$ cat src/rtl/rom_sample_player.sv
`default_nettype none
// +------------------------------------------------------------------------+
// | Module   : rom_sample_player                                           |
// | Purpose  : Playback sequencer in front of the music sample ROM. Steps  |
// |            the ROM address once per sample period, registers each     |
// |            returned word and offers it downstream over valid/ready.   |
// |            Supports start/stop, one-shot or looped playback, and a    |
// |            sticky underrun flag for samples the consumer did not take |
// |            before the next sample period.                             |
// | Ports    : i_CLK / i_RESET      clock, async active-low reset          |
// |            i_Start / i_Stop     begin playback at 0 / abort playback   |
// |            i_Loop               wrap to address 0 after last sample    |
// |            o_ROM_Enable/Address ROM strobe (FETCH only) and address    |
// |            i_ROM_Data           combinational ROM read data           |
// |            o_Sample/o_Valid     sample to the consumer                |
// |            i_Ready              consumer accept                       |
// |            o_Busy/o_Done        not idle / one-shot completion pulse  |
// |            o_Underrun           sticky late-consumer flag             |
// | Revision : 1.0  initial release                                        |
// +------------------------------------------------------------------------+
module rom_sample_player #(
  parameter int AddressWidth = 16,
  parameter int WordWidth    = 16,
  parameter int MemorySize   = 256,
  parameter int ClockDivider = 6250
) (
  input  logic                    i_CLK,
  input  logic                    i_RESET,
  input  logic                    i_Start,
  input  logic                    i_Stop,
  input  logic                    i_Loop,
  output logic                    o_ROM_Enable,
  output logic [AddressWidth-1:0] o_ROM_Address,
  input  logic [WordWidth-1:0]    i_ROM_Data,
  output logic [WordWidth-1:0]    o_Sample,
  output logic                    o_Valid,
  input  logic                    i_Ready,
  output logic                    o_Busy,
  output logic                    o_Done,
  output logic                    o_Underrun
);

  localparam int                      c_DIV_W     = $clog2(ClockDivider);
  localparam logic [c_DIV_W-1:0]      c_DIV_LAST  = c_DIV_W'(ClockDivider - 1);
  localparam logic [AddressWidth-1:0] c_ADDR_LAST = AddressWidth'(MemorySize - 1);

  typedef enum logic [1:0] {
    S_IDLE   = 2'd0,
    S_FETCH  = 2'd1,
    S_OUTPUT = 2'd2,
    S_WAIT   = 2'd3
  } state_t;

  state_t                  r_state;
  logic [c_DIV_W-1:0]      r_div;
  logic                    r_rom_enable;
  logic [AddressWidth-1:0] r_address;
  logic [WordWidth-1:0]    r_sample;
  logic                    r_valid;
  logic                    r_busy;
  logic                    r_done;
  logic                    r_underrun;

  logic w_tick;
  logic w_handshake;

  // The sample-period tick only exists while playing; the divider is parked
  // at zero in IDLE so every playback starts on a fresh period.
  assign w_tick      = (r_state != S_IDLE) && (r_div == c_DIV_LAST);
  assign w_handshake = r_valid && i_Ready;

  always_ff @(posedge i_CLK or negedge i_RESET) begin
    if (!i_RESET) begin
      r_state      <= S_IDLE;
      r_div        <= '0;
      r_rom_enable <= 1'b0;
      r_address    <= '0;
      r_sample     <= '0;
      r_valid      <= 1'b0;
      r_busy       <= 1'b0;
      r_done       <= 1'b0;
      r_underrun   <= 1'b0;
    end else begin
      r_done <= 1'b0;

      if (r_state == S_IDLE) begin
        r_div <= '0;
      end else if (w_tick) begin
        r_div <= '0;
      end else begin
        r_div <= r_div + 1'b1;
      end

      // Stop outranks start and any handshake in the same cycle; the
      // underrun flag is deliberately left alone so it can be inspected.
      if (i_Stop) begin
        r_state      <= S_IDLE;
        r_div        <= '0;
        r_address    <= '0;
        r_valid      <= 1'b0;
        r_rom_enable <= 1'b0;
        r_busy       <= 1'b0;
      end else begin
        case (r_state)
          S_IDLE: begin
            if (i_Start) begin
              r_state      <= S_FETCH;
              r_address    <= '0;
              r_div        <= '0;
              r_underrun   <= 1'b0;
              r_rom_enable <= 1'b1;
              r_busy       <= 1'b1;
            end
          end

          S_FETCH: begin
            r_sample     <= i_ROM_Data;
            r_valid      <= 1'b1;
            r_rom_enable <= 1'b0;
            r_state      <= S_OUTPUT;
          end

          S_OUTPUT: begin
            if (w_handshake) begin
              r_valid <= 1'b0;
              if (r_address != c_ADDR_LAST) begin
                r_address <= r_address + 1'b1;
                r_state   <= S_WAIT;
              end else if (i_Loop) begin
                r_address <= '0;
                r_state   <= S_WAIT;
              end else begin
                r_address <= '0;
                r_div     <= '0;
                r_busy    <= 1'b0;
                r_done    <= 1'b1;
                r_state   <= S_IDLE;
              end
            end else if (w_tick) begin
              // Sample still pending when the next period starts: flag it,
              // keep presenting it, and fetch only after a later tick.
              r_underrun <= 1'b1;
            end
          end

          S_WAIT: begin
            if (w_tick) begin
              r_state      <= S_FETCH;
              r_rom_enable <= 1'b1;
            end
          end

          default: begin
            r_state <= S_IDLE;
          end
        endcase
      end
    end
  end

  assign o_ROM_Enable  = r_rom_enable;
  assign o_ROM_Address = r_address;
  assign o_Sample      = r_sample;
  assign o_Valid       = r_valid;
  assign o_Busy        = r_busy;
  assign o_Done        = r_done;
  assign o_Underrun    = r_underrun;

endmodule
`default_nettype wire
$ cat config.mk
export PLATFORM = sky130hd
export DESIGN_NAME = rom_sample_player
export DESIGN_NICKNAME = d
export VERILOG_FILES = /design/src/rtl/rom_sample_player.sv
export SDC_FILE = /design/constraint.sdc
export NUM_CORES = 1
export LEC_CHECK = 0
export CORE_MARGIN = 4
export CORE_UTILIZATION = 45
export DETAILED_ROUTE_END_ITERATION = 10
export PLACE_DENSITY = 0.83
export SETUP_SLACK_MARGIN = 0.5
export SKIP_LAST_GASP = 1
export SLEW_MARGIN = 10
export SYNTH_ARGS = -nofsm -noshare
export SYNTH_HDL_FRONTEND = slang
export SYNTH_SLANG_ARGS = --single-unit
$ cat constraint.sdc
create_clock -name i_CLK -period 4.76 [get_ports i_CLK]
set_clock_uncertainty 0.05 [all_clocks]
set_input_delay 0.952 -clock i_CLK [delete_from_list [all_inputs] [get_ports i_CLK]]
set_output_delay 0.952 -clock i_CLK [all_outputs]
set_load 0.05 [all_outputs]
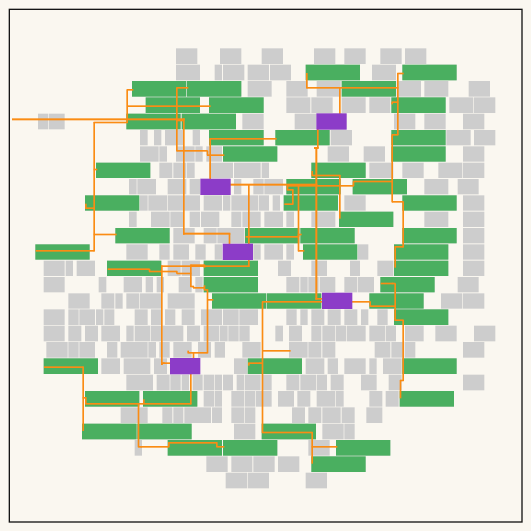
Fig. 1. Clock network drawn from the DEF (run 1).
(6 px per um)
[clock wires] orange | length: 582 um
[cells driving clock nets] purple | count: 5
[flip-flops] green | count: 52
routed clock nets: 6

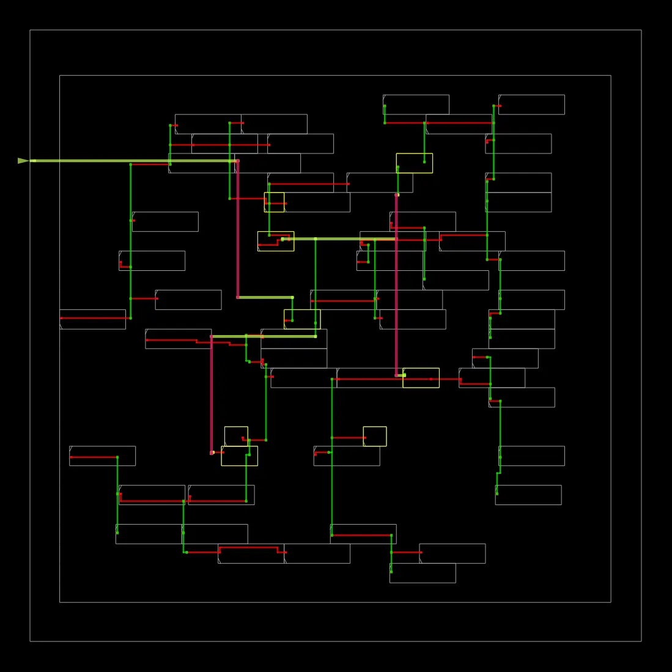
Fig. 2. The clock network (run 1).
num sequential: 52
# clk buffers: 5
CTS buffer count: 5

==> results.ini, run 1 <==
[grt]
grt_usage_pct=17.1
grt_use_met2_pct=26.6
grt_overflow=0
grtUsageMet3_pct=3.59
grt_pass1_vias=2086

[clocking]
cts.sinks=52
cts_root_buf=clkbuf_8

[placed_design]
portBuffers=58

[floorplan]
taps=72

[setup_path]
critPathCapture=o_ROM_Address[8]
crit_chain=clkdlybuf4s50_1
ff2ff_path_depth=4
reg2reg_to=r_div[9]$_DFF_PN0_
end_kind=output port
reg2reg_slack_ns=2.36

[detailed_routing]
wl_met1_mm=2.76
wl_met2_mm=2.89
avgRoutedWirePerCell_um=15.7
route.detailed.drc=0

[synthesis]
top_cells_by_count=dfrtp_1 (52), nor2_1 (17), mux2_2 (16), nand2_1 (14), nand3_1 (14)
top_logic_kind=simple AND/OR/NAND/NOR gates
synthFlopType=dfrtp_1
ys_sh_aoi_pct=12.8
synth_area_um2=2680
synth-edff-count=0
ys_sh_xor_pct=3.59

[finish]
final_layout_size_suffix_gt1_share_pct=9.87
logic_gates=186
biggestCellCategory=registers
flop_area_um2=1300
lay_top_cells=clkdlybuf4s50_1 (57), dfrtp_1 (52), nor2_1 (17)

[hold_path]
hold_path.class=reg2reg

[flow_run]
tool_warnings=30

[run_status]
status=completed

[timing]
hold_viol_final=0

[power]
power.group.top=combinational logic
powerSeq_uw=568

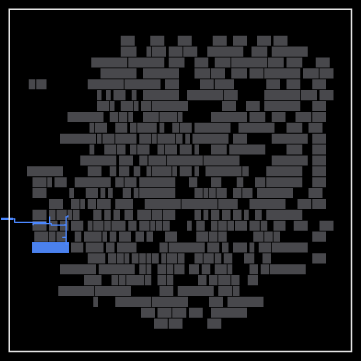
Fig. 3. Port wiring (run 1).
(4 px per um)
[o_Valid] blue | direction: output | edge: west | end cells: 1 | buffers: 1 | wire: 29.2 um

run 1: per-stage QoR:
| stage | util (%) | cell area, um^2 | hold WS (ns) | power (uW) |
|---|---|---|---|---|
| global placement | 58.5 | 3300 | 0.438 | 1190 |
| floorplan | - | 2680 | 0.425 | 991 |
| finish | 60.2 | 3390 | 0.464 | 1460 |
| CTS | 60.2 | 3390 | 0.469 | 1470 |
| detailed placement | 58.5 | 3300 | 0.445 | 1210 |
| global route | 60.2 | 3390 | 0.486 | 1530 |
run 1: flip-flops by register name (all words and copies together) (netlist names):
name	cells
o_Busy	1
o_Done	1
o_ROM_Address	16
o_ROM_Enable	1
o_Sample	16
o_Underrun	1
o_Valid	1
r_div	13
r_state	2
==> run 2: changes to the inputs <==
Clock period 4.76 ns to 2.7 ns, I/O delays scaled along.
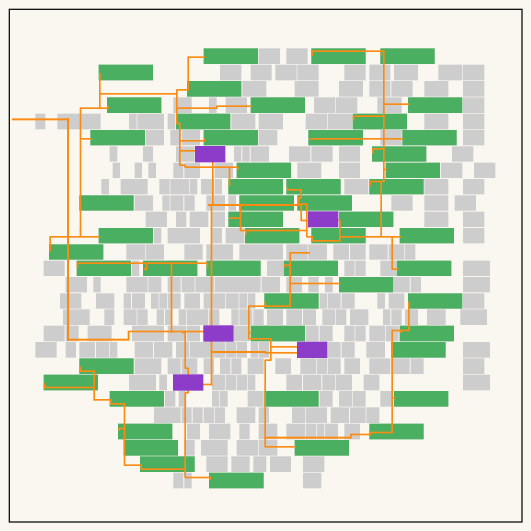
Fig. 4. Clock network drawn from the DEF (run 2).
(6 px per um)
[cells driving clock nets] purple | count: 5
[clock wires] orange | length: 635 um
[flip-flops] green | count: 52
routed clock nets: 6

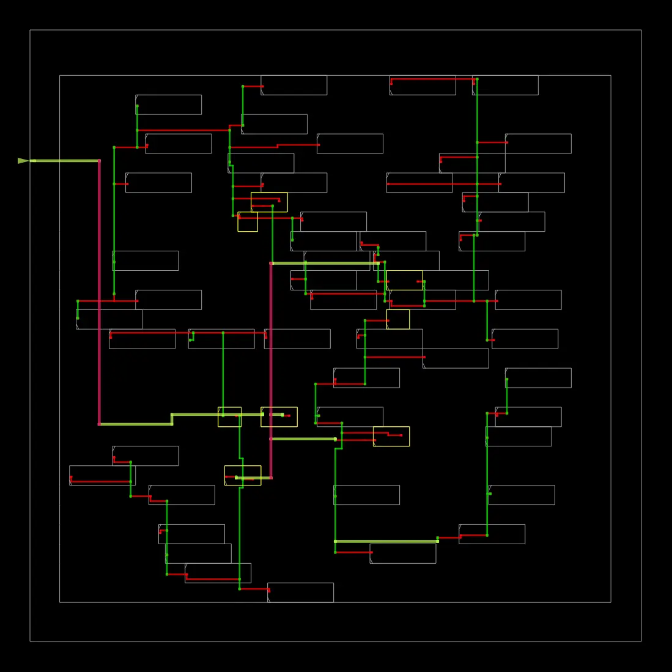
Fig. 5. The clock network (run 2).
Clk power: 476 uW
worst skew pair latency: 0.31 ns
CTS Sinks: 52

==> run 2 against run 1 <==
Sequential share of layout area decreased by 1.5 points. Non-clock buffer count increased by 10. Area after synthesis unchanged. Die area unchanged. Highest routed layer unchanged.
==> results.ini, run 2 <==
[synthesis]
ys_sh_aoi_pct=12.8
synth_area_um2=2680
syn_avg_cell_area_um2=10.4
ys_sh_xor_pct=3.59
top_logic_kind=simple AND/OR/NAND/NOR gates
top_cells_by_count=dfrtp_1 (52), nor2_1 (17), mux2_2 (16), nand2_1 (14), nand3_1 (14)
synthFlopType=dfrtp_1
synth-edff-count=0

[power]
p_int_uw=1540
p_total_uw=2610
power.group.top=combinational logic
powerSeq_uw=997
clkPwrFrac_pct=18.2
swShare_pct=41.2

[clocking]
cts_root_buf=clkbuf_8
cts_buffers=5

[floorplan]
die_y_um=85.2

[finish]
design_area_um2=3530
flop_area_um2=1300
lay_top_cells=dfrtp_1 (52), clkdlybuf4s50_1 (46), nor2_1 (17)
postLayoutCoreUtil_pct=62.6
antenna_cells=0
final_layout_size_suffix_gt1_share_pct=13.9

[flow_run]
tool_warnings=30

[grt]
grt_overflow=0
grt_max_degree=53
grt_pass1_vias=2053
grt_usage_pct=16.9

[timing]
hold_viol_final=0
rsz0062_at_grt=no
hold_ws_ns=0.152

[placed_design]
portBuffers=58
gp_congestion=0.884

[detailed_routing]
route.detailed.drc=0
avgRoutedWirePerCell_um=15.6

[setup_path]
crit_chain=clkdlybuf4s50_1
critPathCapture=o_ROM_Address[14]
ff2ff_path_depth=7
end_kind=output port
reg2reg_to=o_ROM_Address[9]$_DFFE_PN0P_
reg2reg_slack_ns=0.67

[hold_path]
hold_path.class=in2async

[run_status]
status=completed

-- run 2: cell counts after synthesis --
Identical to the previous run, type by type.
-- run 2: final cells by class --
| class | instances | share of cell area [%] |
|---|---|---|
| flip-flops and latches | 52 | 36.9 |
| multi-input cells | 186 | 37.3 |
| inverters | 8 | 0.851 |
| repair buffers | 70 | 19.8 |
| clock inverters | 3 | 0.709 |
| well taps | 72 | 2.55 |
| clock buffers | 5 | 1.95 |
-- run 2: what timing repair did --
| item | CTS | global route |
|---|---|---|
| setup buffers | 0 | 3 |
| pin swaps | 0 | 3 |
| resized | 7 | 11 |
| setup endpoints to repair | 23 | 32 |
-- run 2: metal layers --
layer	GRT usage (%)	wire length, um	up-vias
met5	0	0	-
met4	4.32	66	0
met3	3.50	418	6
met2	27.9	3010	86
met1	22.7	2700	1090
li1	-	-	1081
==> run 3: changes to the inputs <==
Settings changed: PLACE_DENSITY 0.83 to 0.86.
Clock period 2.7 ns to 1.8 ns, I/O delays scaled along.
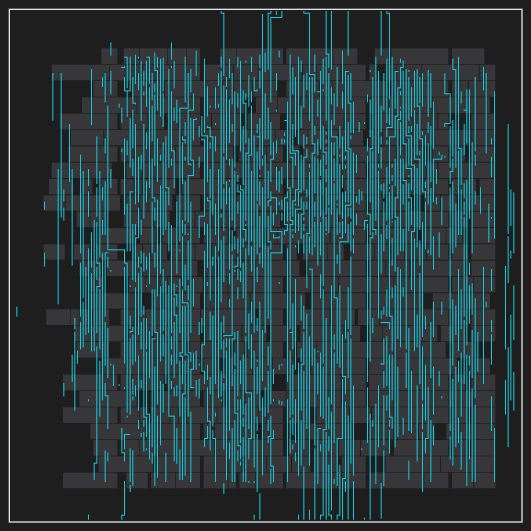
Fig. 6. Signal wires on met2 (run 3).
(6 px per um) Cells faint in the background.
main direction: vertical
wire length on this layer: 5850 um
longest straight run: 40.5 um
nets with wire on the layer: 410

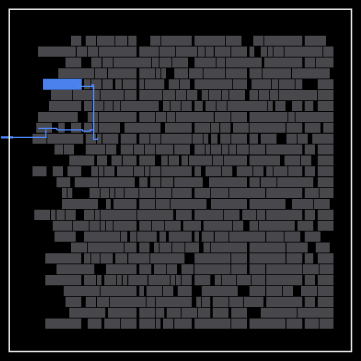
Fig. 7. Port wiring (run 3).
(4 px per um)
[o_Valid] blue | direction: output | edge: west | end cells: 1 | buffers: 1 | wire: 44.9 um

==> run 3 against run 2 <==
The run now ends with negative setup slack left. First-iteration DRC count rose by 55%. Sequential power rose by 57%. Worst setup slack got worse by 0.80 ns. Flip-flop count did not move. Core utilization rose by 24 points. Register-to-register slack got worse by 0.92 ns. Global-route usage rose by 12 points. Area after synthesis did not move. Hold slack improved by 0.28 ns. Via count rose by 37%. Sequential share of layout area fell by 9.6 points.
==> results.ini, run 3 <==
[run_status]
status=finished with violations
violations=negative setup slack

[placed_design]
portBuffers=58

[finish]
final_layout_size_suffix_gt1_share_pct=59.4
lay_top_cells=buf_4 (59), buf_6 (51), dfrtp_1 (35)
antenna_cells=0
postLayoutCoreUtil_pct=86.1

[grt]
grt_max_degree=31
grtUsageMet3_pct=5.44
grt_usage_pct=28.7
grt_pass1_vias=2954
gr-max-usage-layer=met2

[synthesis]
top_cells_by_count=dfrtp_1 (52), nor2_1 (17), mux2_2 (16), nand2_1 (14), nand3_1 (14)
synth-edff-count=0

[power]
clkPwrFrac_pct=15.2
powerClk_uw=708
swShare_pct=41.9
p_total_uw=4660

[detailed_routing]
dr.max_layer_used=met4
route.detailed.drc=0
wl_met3_mm=1.08
wl_met1_mm=4.50
wl_met2_mm=5.85

[floorplan]
die_y_um=85.2

[setup_path]
reg2reg_to=r_div[11]$_DFF_PN0_
critPathCapture=r_div[11]$_DFF_PN0_
reg2reg_slack_ns=-0.25
crit_chain=nor4_4, nand3b_1, buf_4, o31ai_4, clkbuf_16, nor2_1

[clocking]
insertion_delay_ns=0.33
cts.sinks=52
cts_buffers=5

[timing]
setup_viol=43
hold_viol_final=0
hold_ws_ns=0.437
rsz0062_at_grt=yes
worst_slack_ns=-0.249

[hold_path]
hold_path.class=in2async

[run 3: cell counts after synthesis]
No cell type changed its count.
[run 3: layout make-up]
| class | count | area share (%) |
|---|---|---|
| repair buffers | 147 | 31.3 |
| well taps | 72 | 1.85 |
| flip-flops and latches | 52 | 27.2 |
| multi-input cells | 186 | 37.1 |
| clock buffers | 5 | 1.42 |
| inverters | 8 | 0.618 |
| clock inverters | 3 | 0.438 |
[run 3: cell families (layout without fill, tap and decap cells)]
family                   count (synthesis)  in the layout  share of synthesized area (%)
AND/OR/NAND/NOR                         99             99                           21.3
AND-OR/OR-AND                           52             52                           12.8
flip-flops                              52             52                           48.5
buffers and inverters                   19            163                           3.45
multiplexers                            17             17                           7.09
XOR/XNOR                                11             11                           3.59
adder cells (fa/ha/maj)                  7              7                           3.26

## Gallery

Placement by cell class.
(4 px per um) Fill, decap, tap and diode cells in grey.
panel A
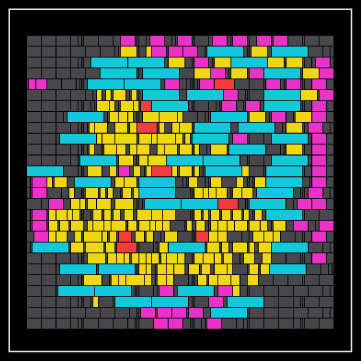
panel B
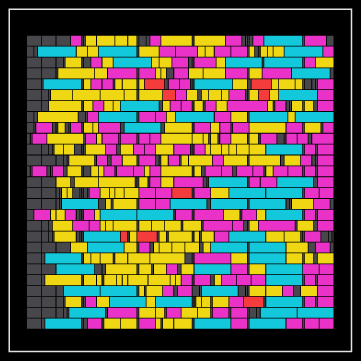
Of these, most cells: panel B
Of these, highest utilization: panel B
- run 3 = panel B
- run 1 = panel A

Key to panel A:
[all other logic] yellow | cells: 194 | share of their area: 40%
[other buffers and delay cells] magenta | cells: 60 | share of their area: 18%
[flip-flops] cyan | cells: 52 | share of their area: 39%
[clock drivers and dummy loads] red | cells: 8 | share of their area: 2.8%

Power and IR drop assume default switching activity.
